**config.mk**
```make
export PLATFORM = sky130hd
export DESIGN_NAME = alu_cmd_sequencer
export DESIGN_NICKNAME = d
export VERILOG_FILES = /design/src/rtl/alu_cmd_sequencer.sv
export SDC_FILE = /design/constraint.sdc
export NUM_CORES = 1
export LEC_CHECK = 0
export ABC_AREA = 0
export CORE_MARGIN = 10
export CORE_UTILIZATION = 45
export CTS_CLUSTER_DIAMETER = 200
export CTS_CLUSTER_SIZE = 24
export DETAILED_ROUTE_END_ITERATION = 6
export GPL_TIMING_DRIVEN = 0
export PLACE_DENSITY = 0.65
export SLEW_MARGIN = 30
export SYNTH_ARGS = -nofsm -noshare
export SYNTH_HDL_FRONTEND = slang
export SYNTH_SLANG_ARGS = --single-unit
```
**constraint.sdc**
```tcl
create_clock -name clk -period 4.3 [get_ports clk]
set_input_delay 1.29 -clock clk [delete_from_list [all_inputs] [get_ports clk]]
set_output_delay 1.29 -clock clk [all_outputs]
set_load 0.005 [all_outputs]
```
**src/rtl/alu_cmd_sequencer.sv**
```systemverilog
// rtl/alu_cmd_sequencer.sv - command/response sequencer in front of a 1-cycle registered ALU
module alu_cmd_sequencer #(
   parameter int CMD_DEPTH = 4,
   parameter int RSP_DEPTH = 4
) (
   input  logic        clk,
   input  logic        reset,
   input  logic        cmd_valid,
   output logic        cmd_ready,
   input  logic [31:0] cmd_a,
   input  logic [31:0] cmd_b,
   input  logic [2:0]  cmd_op,
   output logic [31:0] alu_a,
   output logic [31:0] alu_b,
   output logic [2:0]  alu_op,
   input  logic [31:0] alu_x,
   input  logic        alu_z,
   output logic        rsp_valid,
   input  logic        rsp_ready,
   output logic [31:0] rsp_x,
   output logic        rsp_z,
   output logic        rsp_ill,
   output logic        busy
);

   localparam int CAW = $clog2(CMD_DEPTH);
   localparam int RAW = $clog2(RSP_DEPTH);

   logic [66:0]    cmd_mem [CMD_DEPTH];
   logic [CAW-1:0] cmd_wr, cmd_rd;
   logic [CAW:0]   cmd_count;
   logic [33:0]    rsp_mem [RSP_DEPTH];
   logic [RAW-1:0] rsp_wr, rsp_rd;
   logic [RAW:0]   rsp_count;
   logic           stage1, stage2, ill1, ill2;
   logic           push, issue, capture, pop;
   logic [66:0]    head;
   logic [RAW+1:0] credit_used;
   logic [33:0]    rsp_entry, rsp_head;

   assign head      = cmd_mem[cmd_rd];
   assign cmd_ready = !reset && (cmd_count != (CAW+1)'(CMD_DEPTH));
   assign push      = cmd_valid && cmd_ready;

   // Both in-flight stages hold a reserved response slot, so capture can never overflow.
   assign credit_used = (RAW+2)'(rsp_count) + (RAW+2)'(stage1) + (RAW+2)'(stage2);
   assign issue       = (cmd_count != '0) && (credit_used < (RAW+2)'(RSP_DEPTH));

   assign capture   = stage2;
   assign rsp_valid = (rsp_count != '0);
   assign pop       = rsp_valid && rsp_ready;
   assign rsp_entry = ill2 ? {32'd0, 1'b1, 1'b1} : {alu_x, alu_z, 1'b0};
   assign rsp_head  = rsp_mem[rsp_rd];
   assign {rsp_x, rsp_z, rsp_ill} = rsp_valid ? rsp_head : '0;
   assign busy      = (cmd_count != '0) || stage1 || stage2 || (rsp_count != '0);

   always_ff @(posedge clk) begin
      if (push) cmd_mem[cmd_wr] <= {cmd_a, cmd_b, cmd_op};
      if (capture) rsp_mem[rsp_wr] <= rsp_entry;
   end

   always_ff @(posedge clk or posedge reset) begin
      if (reset) begin
         cmd_wr    <= '0;
         cmd_rd    <= '0;
         cmd_count <= '0;
      end else begin
         if (push) cmd_wr <= cmd_wr + 1'b1;
         if (issue) cmd_rd <= cmd_rd + 1'b1;
         cmd_count <= cmd_count + (CAW+1)'(push) - (CAW+1)'(issue);
      end
   end

   // ALU operand registers only load on issue, so the ALU inputs stay quiet when idle.
   always_ff @(posedge clk or posedge reset) begin
      if (reset) begin
         alu_a  <= '0;
         alu_b  <= '0;
         alu_op <= '0;
         stage1 <= 1'b0;
         stage2 <= 1'b0;
         ill1   <= 1'b0;
         ill2   <= 1'b0;
      end else begin
         if (issue) {alu_a, alu_b, alu_op} <= head;
         stage1 <= issue;
         stage2 <= stage1;
         ill1   <= issue && (head[2:0] == 3'b111);
         ill2   <= ill1;
      end
   end

   always_ff @(posedge clk or posedge reset) begin
      if (reset) begin
         rsp_wr    <= '0;
         rsp_rd    <= '0;
         rsp_count <= '0;
      end else begin
         if (capture) rsp_wr <= rsp_wr + 1'b1;
         if (pop) rsp_rd <= rsp_rd + 1'b1;
         rsp_count <= rsp_count + (RAW+1)'(capture) - (RAW+1)'(pop);
      end
   end

   assert property (@(posedge clk) disable iff (reset)
      !(capture && !pop && (rsp_count == (RAW+1)'(RSP_DEPTH))));

endmodule
```
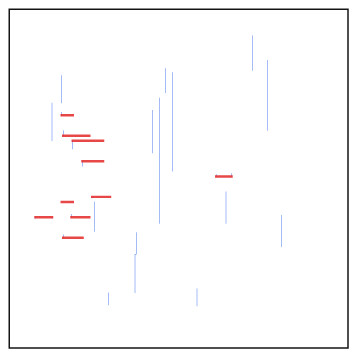
(images/layers.png)
Scale: 1.5 px per um. Two of the layers only.
Key: blue = M4 [wire length 455 um]; red = M5 [wire length 124 um]

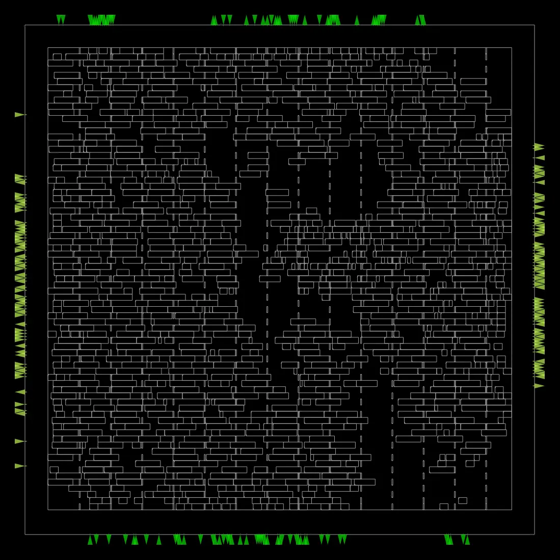
(images/placed.png)
tap cells: 539
Std-Cell Core Area: 41,800 sq um
total number of sequential cells: 489
fill count: 3,204

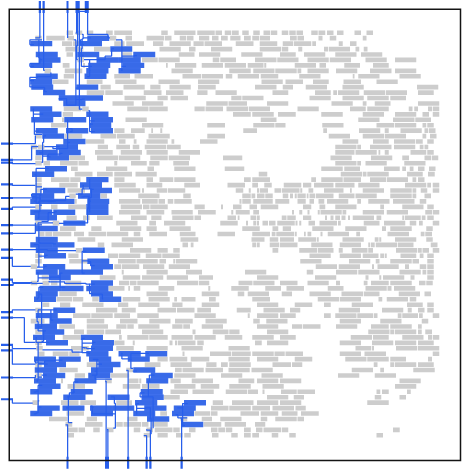
(images/port_trees.png)
Scale: 2 px per um.
Key: blue = `cmd_a` [bits 32, direction input, end cells 128, buffers 32, wire 1,670 um]

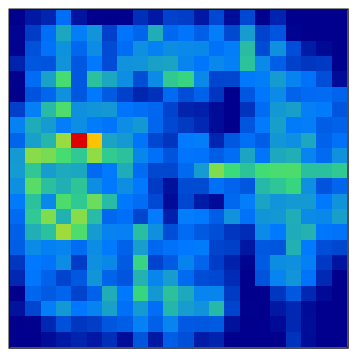
(images/route_heat.png)
Scale: 1.5 px per um. 22 x 22 tiles, from dark blue (low) to red (high), scaled to the fullest tile. Values are wire area over tile area, all layers added.
The emptiest ninth of the die: lower right. The densest ninth of the die: middle left. 4.1% of the tiles are over half the peak. The mean over all tiles is 0.12.

==> reports/summary.txt <==
highest fanout seen on the critical path -> 6
post-CTS setup repair buffer count -> 0
wire length of the first global-routing pass -> 57.3 mm
length of routed met3 wiring -> 3.00 mm
buffer depth of the longest clock path -> 3
routed length on met2 -> 18.3 mm
buffer and inverter count on the worst path -> 2
Hold Crit Endpoint -> ill2
Clk pwr share -> 16.3%
yosys stat chip area -> 18,900 sq um
global-route track usage on met2 -> 24.3%
# IOs -> 208
setup slack, reg-to-reg -> 1160 ps
H-tree Lvls -> 1
Yosys reg bits -> 489
clock buffer count from CTS -> 24
power dissipated in combinational cells -> 6.31 mW
total die area -> 50,600 sq um
number of vias per cell after detailed routing -> 5.20
count of different cell masters after synthesis -> 35
static power due to leakage -> 7.85 nW
Reg2Reg Capture Point -> cmd_count[2]
count of warnings emitted by yosys -> 0
Core Util at FP -> 45.2%
Post-synth ARST share -> 17.4%
dpl cells -> 1,587
timing startpoint of the critical path -> reset
and+or+nand+nor area frac -> 2.90%
library cell appearing most often on the critical path -> clkdlybuf4s50_1
Worst VDD drop -> 0.344 mV
Worst Reg-to-Reg Cells -> 13
Overall Global Routing Usage -> 14.7%
insertion delay to the later sink of the worst-skew pair -> 560 ps
Dominant Register Cell -> edfxtp_1
post-cts gate resize count -> 0
pin slew with the least headroom to its limit -> 745 ps
Nets -> 1,194
Site Rows -> 75
Tool Warnings -> 32
clock tree sinks -> 489
RSZ-0062 raised after global routing -> no
biggest power consumer among the groups -> sequential cells
CTS tree -> yes
final total power -> 15.5 mW
overall via count from detail_route -> 8,481
P_sw -> 4.34 mW
Crit Path Category -> in -> out
routed length per instance -> 23.0 um
initial antenna violation count -> 11
synthesized area divided by synthesized cell count -> 22.7 sq um
top cell type by instance count after synthesis -> edfxtp_1
register share of total power -> 43.0%
most utilized layer in the global route result -> met2
count of max-cap constraint violations -> 0
Placer Congestion -> 0.680
number of DRC markers after the initial detailed-route iteration -> 443
outcome -> complete, no violations
MUX area fraction -> 17.8%
wire length reported by the detailed router -> 37.5 mm
P_clk -> 2.52 mW
switching fraction of total power -> 28.0%
hold path startpoint -> ill1
vias in the first global route -> 9,214
endpoint of the worst setup timing path -> cmd_ready
number of logic stages on the critical path including buffering -> 3
count of non-filler cells in the finished layout -> 1,632
crit path time final -> 4170 ps
Setup Skew -> 22.3 ps
Yosys Instances -> 831
Worst Setup End Kind -> primary output
leftover overflow at the end of global routing -> 0
maximum clock frequency -> 0.240 GHz
R2R Path Start -> rsp_count[0]
setup-violating endpoint count in the final report -> 0
Min-Delay Path Depth -> 0
launching element type of the critical path -> input pin
gate family responsible for the most delay along the worst path -> buffers and inverters
endpoint arrival time on the critical path -> 2880 ps
max-slew violations -> 0
cell count after synthesis -> 831
number of iterations in the first detailed-routing pass -> 6
portion of the clock cycle consumed by the worst path in the final layout -> 97.1%
met3 track demand over resource in global routing -> 4.89%
length of routed wiring on met1 -> 15.6 mm
hold violation total from the final report -> 0
FF/Latch Area -> 14,300 sq um
vertical die size -> 225 um
EDFF count, synth -> 404
[per-stage QoR]
step                      hold WS (ps)  instance area, sq um  setup TNS, ps  worst slack (ps)
after floorplan                    331                 18900              0               639
after global placement             373                 21600        -474530             -1410
after detailed placement           362                 21900              0               154
after CTS                          389                 22600              0               150
after global routing               385                 22600              0              43.4
final                              391                 22600              0               126
[cells in the final DEF, fill, tap and decap left out, types with 4 or more instances in the layout]
cell type / count
clkbuf_16: 25
buf_12: 12
xnor2_1: 7
ha_1: 14
edfxtp_1: 404
buf_2: 9
clkbuf_1: 32
clkdlybuf4s50_1: 207
mux4_2: 82
inv_1: 12
buf_16: 7
mux4_1: 19
mux2_4: 67
and3_4: 4
and2_1: 36
nor2b_1: 33
dfrtp_1: 85
[worst reg2reg max path, delay by kind of cell (launching register included)]
| kind | cells | cell delay [ps] |
|---|---|---|
| AND-OR/OR-AND | 2 | 710 |
| XOR/XNOR | 2 | 320 |
| adder cells (fa/ha/maj) | 4 | 1040 |
| buffers and inverters | 4 | 370 |
| flip-flops | 1 | 410 |
| AND/OR/NAND/NOR | 1 | 200 |
[registers in the layout, summed over array words and instances (netlist names), 2 cells and up]
signal	flops
alu_a	32
alu_b	32
alu_op	3
cmd_count	3
cmd_mem	268
cmd_rd	2
cmd_wr	2
rsp_count	3
rsp_mem	136
rsp_rd	2
rsp_wr	2
[layout make-up]
cell class | instances | area share [%]
Timing Repair Buffer | 217 | 10.3
Clock inverter | 1 | 0.0719
Antenna cell | 1 | 0.0111
Inverter | 14 | 0.254
Buffer | 39 | 1.43
Multi-Input combinational cell | 289 | 18.9
Clock buffer | 43 | 3.06
Sequential cell | 489 | 63.0
Tap cell | 539 | 2.98
Power and IR drop assume default switching activity.
